--- src/rtl/jtdd_snd_rom_arb_if.sv ---
// rtl/jtdd_snd_rom_arb_if.sv - shared ROM/SDRAM read port bundle
interface jtdd_snd_rom_arb_if #(
  parameter int AW = 18
);
  logic [AW-1:0] addr;
  logic          cs;
  logic [7:0]    data;
  logic          ok;

  modport master (output addr, output cs, input data, input ok);
  modport slave  (input addr, input cs, output data, output ok);
endinterface

--- src/rtl/jtdd_snd_rom_arb.sv ---
// rtl/jtdd_snd_rom_arb.sv - sound ROM arbiter, CPU + 2 ADPCM clients, optional watchdog JTDD_ARB_TIMEOUT_EN
module jtdd_snd_rom_arb #(
  parameter int            AW      = 18,
  parameter logic [AW-1:0] CPU_OFS = 18'h00000,
  parameter logic [AW-1:0] AD0_OFS = 18'h08000,
  parameter logic [AW-1:0] AD1_OFS = 18'h18000,
  parameter logic [7:0]    TOUT    = 8'd255
) (
  input  logic              clk,
  input  logic              rst,
  input  logic              cpu_cs,
  input  logic [14:0]       cpu_addr,
  output logic [7:0]        cpu_data,
  output logic              cpu_ok,
  input  logic              ad0_cs,
  input  logic [15:0]       ad0_addr,
  output logic [7:0]        ad0_data,
  output logic              ad0_ok,
  input  logic              ad1_cs,
  input  logic [15:0]       ad1_addr,
  output logic [7:0]        ad1_data,
  output logic              ad1_ok,
  jtdd_snd_rom_arb_if.master rom,
  output logic              busy
`ifdef JTDD_ARB_TIMEOUT_EN
  ,
  output logic              tout_flag
`endif
);

  typedef enum logic [1:0] {S_IDLE = 2'd0, S_ISSUE = 2'd1, S_WAIT = 2'd2} state_t;
  typedef enum logic [1:0] {G_CPU = 2'd0, G_AD0 = 2'd1, G_AD1 = 2'd2} gnt_t;

  state_t        state_q, state_d;
  gnt_t          gnt_q, gnt_d, win;
  logic          rr_q, rr_d;            // 0: ADPCM0 next on a tie, 1: ADPCM1 next
  logic          rom_cs_q, rom_cs_d;
  logic [AW-1:0] rom_addr_q, rom_addr_d;
  logic          busy_q, busy_d;
  logic [14:0]   cpu_tag_q, cpu_tag_d;
  logic [15:0]   ad0_tag_q, ad0_tag_d;
  logic [15:0]   ad1_tag_q, ad1_tag_d;
  logic [7:0]    cpu_data_q, cpu_data_d;
  logic [7:0]    ad0_data_q, ad0_data_d;
  logic [7:0]    ad1_data_q, ad1_data_d;
  logic          cpu_valid_q, cpu_valid_d;
  logic          ad0_valid_q, ad0_valid_d;
  logic          ad1_valid_q, ad1_valid_d;
  logic          fill;
  logic [7:0]    fill_data;
`ifdef JTDD_ARB_TIMEOUT_EN
  logic [7:0]    cnt_q, cnt_d;
  logic          tout_q, tout_d;
`else
  logic          unused_tout;
  // The watchdog limit has no effect without the watchdog
  assign unused_tout = ^TOUT;
`endif

  logic cpu_hit, ad0_hit, ad1_hit;
  logic cpu_miss, ad0_miss, ad1_miss, any_miss;
  logic [AW-1:0] cpu_ext, ad0_ext, ad1_ext;

  assign cpu_ext = AW'(cpu_addr);
  assign ad0_ext = AW'(ad0_addr);
  assign ad1_ext = AW'(ad1_addr);

  // ok follows the address combinationally so it drops the cycle the address moves
  assign cpu_hit  = cpu_cs & cpu_valid_q & (cpu_addr == cpu_tag_q);
  assign ad0_hit  = ad0_cs & ad0_valid_q & (ad0_addr == ad0_tag_q);
  assign ad1_hit  = ad1_cs & ad1_valid_q & (ad1_addr == ad1_tag_q);
  assign cpu_miss = cpu_cs & ~cpu_hit;
  assign ad0_miss = ad0_cs & ~ad0_hit;
  assign ad1_miss = ad1_cs & ~ad1_hit;
  assign any_miss = cpu_miss | ad0_miss | ad1_miss;

  assign cpu_ok   = cpu_hit;
  assign ad0_ok   = ad0_hit;
  assign ad1_ok   = ad1_hit;
  assign cpu_data = cpu_data_q;
  assign ad0_data = ad0_data_q;
  assign ad1_data = ad1_data_q;
  assign rom.cs   = rom_cs_q;
  assign rom.addr = rom_addr_q;
  assign busy     = busy_q;
`ifdef JTDD_ARB_TIMEOUT_EN
  assign tout_flag = tout_q;
`endif

  // Winner selection: CPU first, ADPCM channels alternate on a tie
  always_comb begin
    win = G_CPU;
    if (cpu_miss)                 win = G_CPU;
    else if (ad0_miss && ad1_miss) win = rr_q ? G_AD1 : G_AD0;
    else if (ad0_miss)            win = G_AD0;
    else if (ad1_miss)            win = G_AD1;
  end

  // Fetch sequencer and cache update
  always_comb begin
    state_d     = state_q;
    gnt_d       = gnt_q;
    rr_d        = rr_q;
    rom_cs_d    = rom_cs_q;
    rom_addr_d  = rom_addr_q;
    busy_d      = busy_q;
    cpu_tag_d   = cpu_tag_q;
    ad0_tag_d   = ad0_tag_q;
    ad1_tag_d   = ad1_tag_q;
    cpu_data_d  = cpu_data_q;
    ad0_data_d  = ad0_data_q;
    ad1_data_d  = ad1_data_q;
    cpu_valid_d = cpu_valid_q;
    ad0_valid_d = ad0_valid_q;
    ad1_valid_d = ad1_valid_q;
    fill        = 1'b0;
    fill_data   = rom.data;
`ifdef JTDD_ARB_TIMEOUT_EN
    cnt_d       = cnt_q;
    tout_d      = tout_q;
`endif
    case (state_q)
      S_IDLE: begin
        if (any_miss) begin
          state_d  = S_ISSUE;
          rom_cs_d = 1'b1;
          busy_d   = 1'b1;
          gnt_d    = win;
          case (win)
            G_CPU: begin
              rom_addr_d  = CPU_OFS + cpu_ext;
              cpu_tag_d   = cpu_addr;
              cpu_valid_d = 1'b0;
            end
            G_AD0: begin
              rom_addr_d  = AD0_OFS + ad0_ext;
              ad0_tag_d   = ad0_addr;
              ad0_valid_d = 1'b0;
              rr_d        = 1'b1;
            end
            default: begin
              rom_addr_d  = AD1_OFS + ad1_ext;
              ad1_tag_d   = ad1_addr;
              ad1_valid_d = 1'b0;
              rr_d        = 1'b0;
            end
          endcase
`ifdef JTDD_ARB_TIMEOUT_EN
          cnt_d = 8'd0;
`endif
        end
      end
      S_ISSUE: begin
        // A lingering ok from the previous fetch is discarded here
        state_d = S_WAIT;
`ifdef JTDD_ARB_TIMEOUT_EN
        cnt_d = cnt_q + 8'd1;
`endif
      end
      S_WAIT: begin
        if (rom.ok) fill = 1'b1;
`ifdef JTDD_ARB_TIMEOUT_EN
        else if (cnt_q >= TOUT) begin
          fill      = 1'b1;
          fill_data = 8'hFF;
          tout_d    = 1'b1;
        end else begin
          cnt_d = cnt_q + 8'd1;
        end
`endif
      end
      default: state_d = S_IDLE;
    endcase
    if (fill) begin
      state_d  = S_IDLE;
      rom_cs_d = 1'b0;
      busy_d   = 1'b0;
      case (gnt_q)
        G_CPU: begin
          cpu_data_d  = fill_data;
          cpu_valid_d = 1'b1;
        end
        G_AD0: begin
          ad0_data_d  = fill_data;
          ad0_valid_d = 1'b1;
        end
        default: begin
          ad1_data_d  = fill_data;
          ad1_valid_d = 1'b1;
        end
      endcase
    end
  end

  // State and cache registers
  always_ff @(posedge clk or posedge rst) begin
    if (rst) begin
      state_q     <= S_IDLE;
      gnt_q       <= G_CPU;
      rr_q        <= 1'b0;
      rom_cs_q    <= 1'b0;
      rom_addr_q  <= '0;
      busy_q      <= 1'b0;
      cpu_tag_q   <= '0;
      ad0_tag_q   <= '0;
      ad1_tag_q   <= '0;
      cpu_data_q  <= '0;
      ad0_data_q  <= '0;
      ad1_data_q  <= '0;
      cpu_valid_q <= 1'b0;
      ad0_valid_q <= 1'b0;
      ad1_valid_q <= 1'b0;
`ifdef JTDD_ARB_TIMEOUT_EN
      cnt_q       <= '0;
      tout_q      <= 1'b0;
`endif
    end else begin
      state_q     <= state_d;
      gnt_q       <= gnt_d;
      rr_q        <= rr_d;
      rom_cs_q    <= rom_cs_d;
      rom_addr_q  <= rom_addr_d;
      busy_q      <= busy_d;
      cpu_tag_q   <= cpu_tag_d;
      ad0_tag_q   <= ad0_tag_d;
      ad1_tag_q   <= ad1_tag_d;
      cpu_data_q  <= cpu_data_d;
      ad0_data_q  <= ad0_data_d;
      ad1_data_q  <= ad1_data_d;
      cpu_valid_q <= cpu_valid_d;
      ad0_valid_q <= ad0_valid_d;
      ad1_valid_q <= ad1_valid_d;
`ifdef JTDD_ARB_TIMEOUT_EN
      cnt_q       <= cnt_d;
      tout_q      <= tout_d;
`endif
    end
  end

endmodule

--- src/flat_wrapper.sv ---
// flat-port wrapper written by rule: the top's interface ports become plain ports
module jtdd_snd_rom_arb_flat 
#(
  parameter int            AW      = 18,
  parameter logic [AW-1:0] CPU_OFS = 18'h00000,
  parameter logic [AW-1:0] AD0_OFS = 18'h08000,
  parameter logic [AW-1:0] AD1_OFS = 18'h18000,
  parameter logic [7:0]    TOUT    = 8'd255
)
  (clk, rst, cpu_cs, cpu_addr, cpu_data, cpu_ok, ad0_cs, ad0_addr, ad0_data, ad0_ok, ad1_cs, ad1_addr, ad1_data, ad1_ok, busy, rom_addr, rom_cs, rom_data, rom_ok);
  jtdd_snd_rom_arb_if #(.AW(AW)) rom_i ();
  input  logic clk;
  input  logic rst;
  input  logic cpu_cs;
  input  logic [14:0] cpu_addr;
  output logic [7:0] cpu_data;
  output logic cpu_ok;
  input  logic ad0_cs;
  input  logic [15:0] ad0_addr;
  output logic [7:0] ad0_data;
  output logic ad0_ok;
  input  logic ad1_cs;
  input  logic [15:0] ad1_addr;
  output logic [7:0] ad1_data;
  output logic ad1_ok;
  output logic busy;
  output wire logic [$bits(rom_i.addr)-1:0] rom_addr;
  output wire logic [$bits(rom_i.cs)-1:0] rom_cs;
  input wire logic [$bits(rom_i.data)-1:0] rom_data;
  input wire logic [$bits(rom_i.ok)-1:0] rom_ok;
  assign rom_addr = rom_i.addr;
  assign rom_cs = rom_i.cs;
  assign rom_i.data = rom_data;
  assign rom_i.ok = rom_ok;
  jtdd_snd_rom_arb #(.AW(AW), .CPU_OFS(CPU_OFS), .AD0_OFS(AD0_OFS), .AD1_OFS(AD1_OFS), .TOUT(TOUT)) u_core (.clk(clk), .rst(rst), .cpu_cs(cpu_cs), .cpu_addr(cpu_addr), .cpu_data(cpu_data), .cpu_ok(cpu_ok), .ad0_cs(ad0_cs), .ad0_addr(ad0_addr), .ad0_data(ad0_data), .ad0_ok(ad0_ok), .ad1_cs(ad1_cs), .ad1_addr(ad1_addr), .ad1_data(ad1_data), .ad1_ok(ad1_ok), .rom(rom_i), .busy(busy));
endmodule
--- config.mk ---
export PLATFORM = sky130hd
export DESIGN_NAME = jtdd_snd_rom_arb_flat
export DESIGN_NICKNAME = d
export VERILOG_FILES = /design/src/rtl/jtdd_snd_rom_arb_if.sv /design/src/rtl/jtdd_snd_rom_arb.sv /design/src/flat_wrapper.sv
export SDC_FILE = /design/constraint.sdc
export NUM_CORES = 1
export LEC_CHECK = 0
export CAP_MARGIN = 20
export CELL_PAD_IN_SITES_DETAIL_PLACEMENT = 1
export CELL_PAD_IN_SITES_GLOBAL_PLACEMENT = 1
export CORE_ASPECT_RATIO = 1.2
export CORE_MARGIN = 4
export CORE_UTILIZATION = 39
export CTS_CLUSTER_SIZE = 14
export DETAILED_ROUTE_END_ITERATION = 10
export PLACE_DENSITY = 0.84
export SLEW_MARGIN = 20
export SYNTH_ARGS = -nofsm -noshare
export SYNTH_HDL_FRONTEND = slang
export SYNTH_SLANG_ARGS = --single-unit
--- constraint.sdc ---
create_clock -name clk -period 3.59 [get_ports clk]
set_input_delay 0.718 -clock clk [delete_from_list [all_inputs] [get_ports clk]]
set_output_delay 0.718 -clock clk [all_outputs]
set_load 0.01 [all_outputs]
==> images/congestion_map.png <==
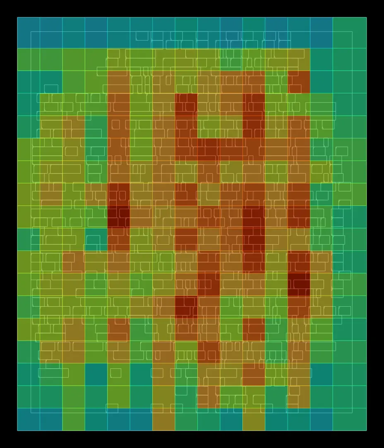
grt peak-use layer: met2
met3 Use GR: 6.51%
met2 Track Usage GR: 39.0%
met1 usage: 23.5%

==> images/closeup.png <==
Window x 14 to 39, y 83 to 108 microns. Cells in gray, sequential cells in the stronger gray; small squares are vias.
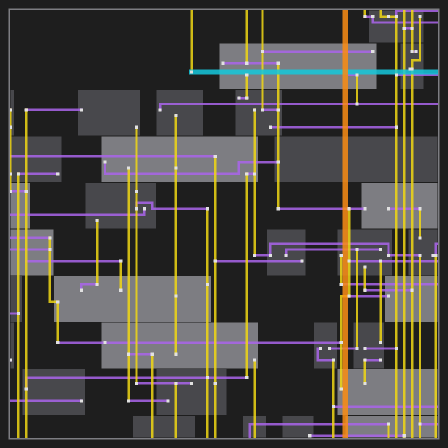
Purple marks M1. Yellow marks M2. Orange marks M4. Cyan marks M3.
Sequential cells in the window: 5. 19 logic cells have their middle in the window. Most frequent: dfrtp_1 (5), clkdlybuf4s50_1 (3).

==> images/sizing.png <==
Scale: 3 px per micron.
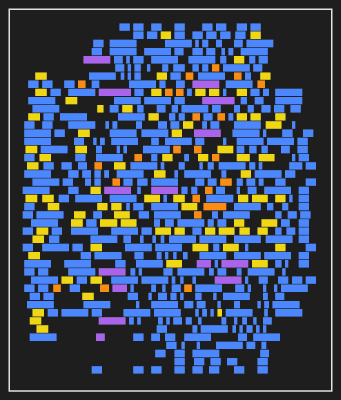
Blue marks x1 and smaller, cells 398, share 78%. Yellow marks x2, cells 76, share 15%. Purple marks x6 and larger, cells 14, share 2.7%. Orange marks x3 and x4, cells 23, share 4.5%.

==> images/m1.png <==
Scale: 4 px per micron.
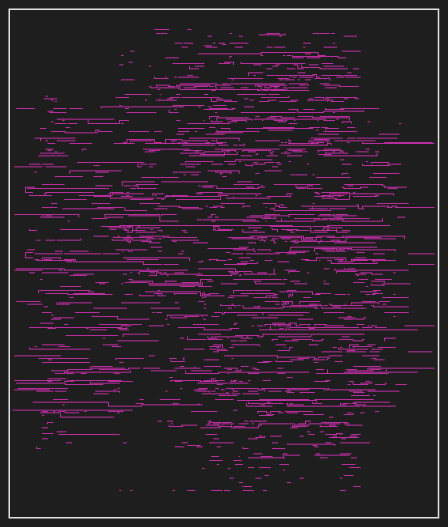
The wires run mostly horizontal. 514 nets have wire on it. The layer carries 5,230 microns of wire.

==> run notes <==
fresh numbers from the pnr run: Synth cell types 38, core area ~0.012 sq mm, final instance area between 0.006 and 0.007 sq mm, DR DRC count 0, initial antenna violation count 0, share of cells above drive strength 1 approximately 22%, yosys warning tally 0, flop count between 90 and 100, clk pwr between 1000 and 1500 uW, clk ins delay skew pair roughly 350 ps, Seq/Total Area, Yosys roughly 54%, total gr overflow 0, outcome completed, M1 WL about 5200 microns, count of tool warnings 26, filler cell count between 1,000 and 1,500, tap cells between 150 and 200, internal power 3430 uW, # Cells Yosys slightly below 400, met3 routed WL a little under 900 microns, Syn Inst Count ~390, Simple-Gate Area Share 9.31%, syn avg cell area 11.8 sq um, most instantiated logic cell after routing clkdlybuf4s50_1, largest net degree at the start of global routing between 80 and 90, CTS Sinks around 98, r2r startpoint u_core.cpu_tag_q[6], nets roughly 570, sequential share of cell area 39.2%, stages on the worst setup path 6, sequential cell power roughly 2000 uW, most frequent cells after synthesis dfrtp_1, inv_1, nand4_1, setup_tns 0 ps, root buf cell clkbuf_16, family with the most delay on the worst path buffers and inverters, Tmin final roughly 3500 ps, # IOs 108, critical path arrival approximately 2800 ps, Biggest Area Class flip-flops and latches, clock share of power a little over a fifth, max layer used met4, FF-to-FF path depth 8, clock skew around 11 ps, Top non-seq family AND-OR/OR-AND gates
Power figures rest on the tool's default switching activity, not on a simulated workload.
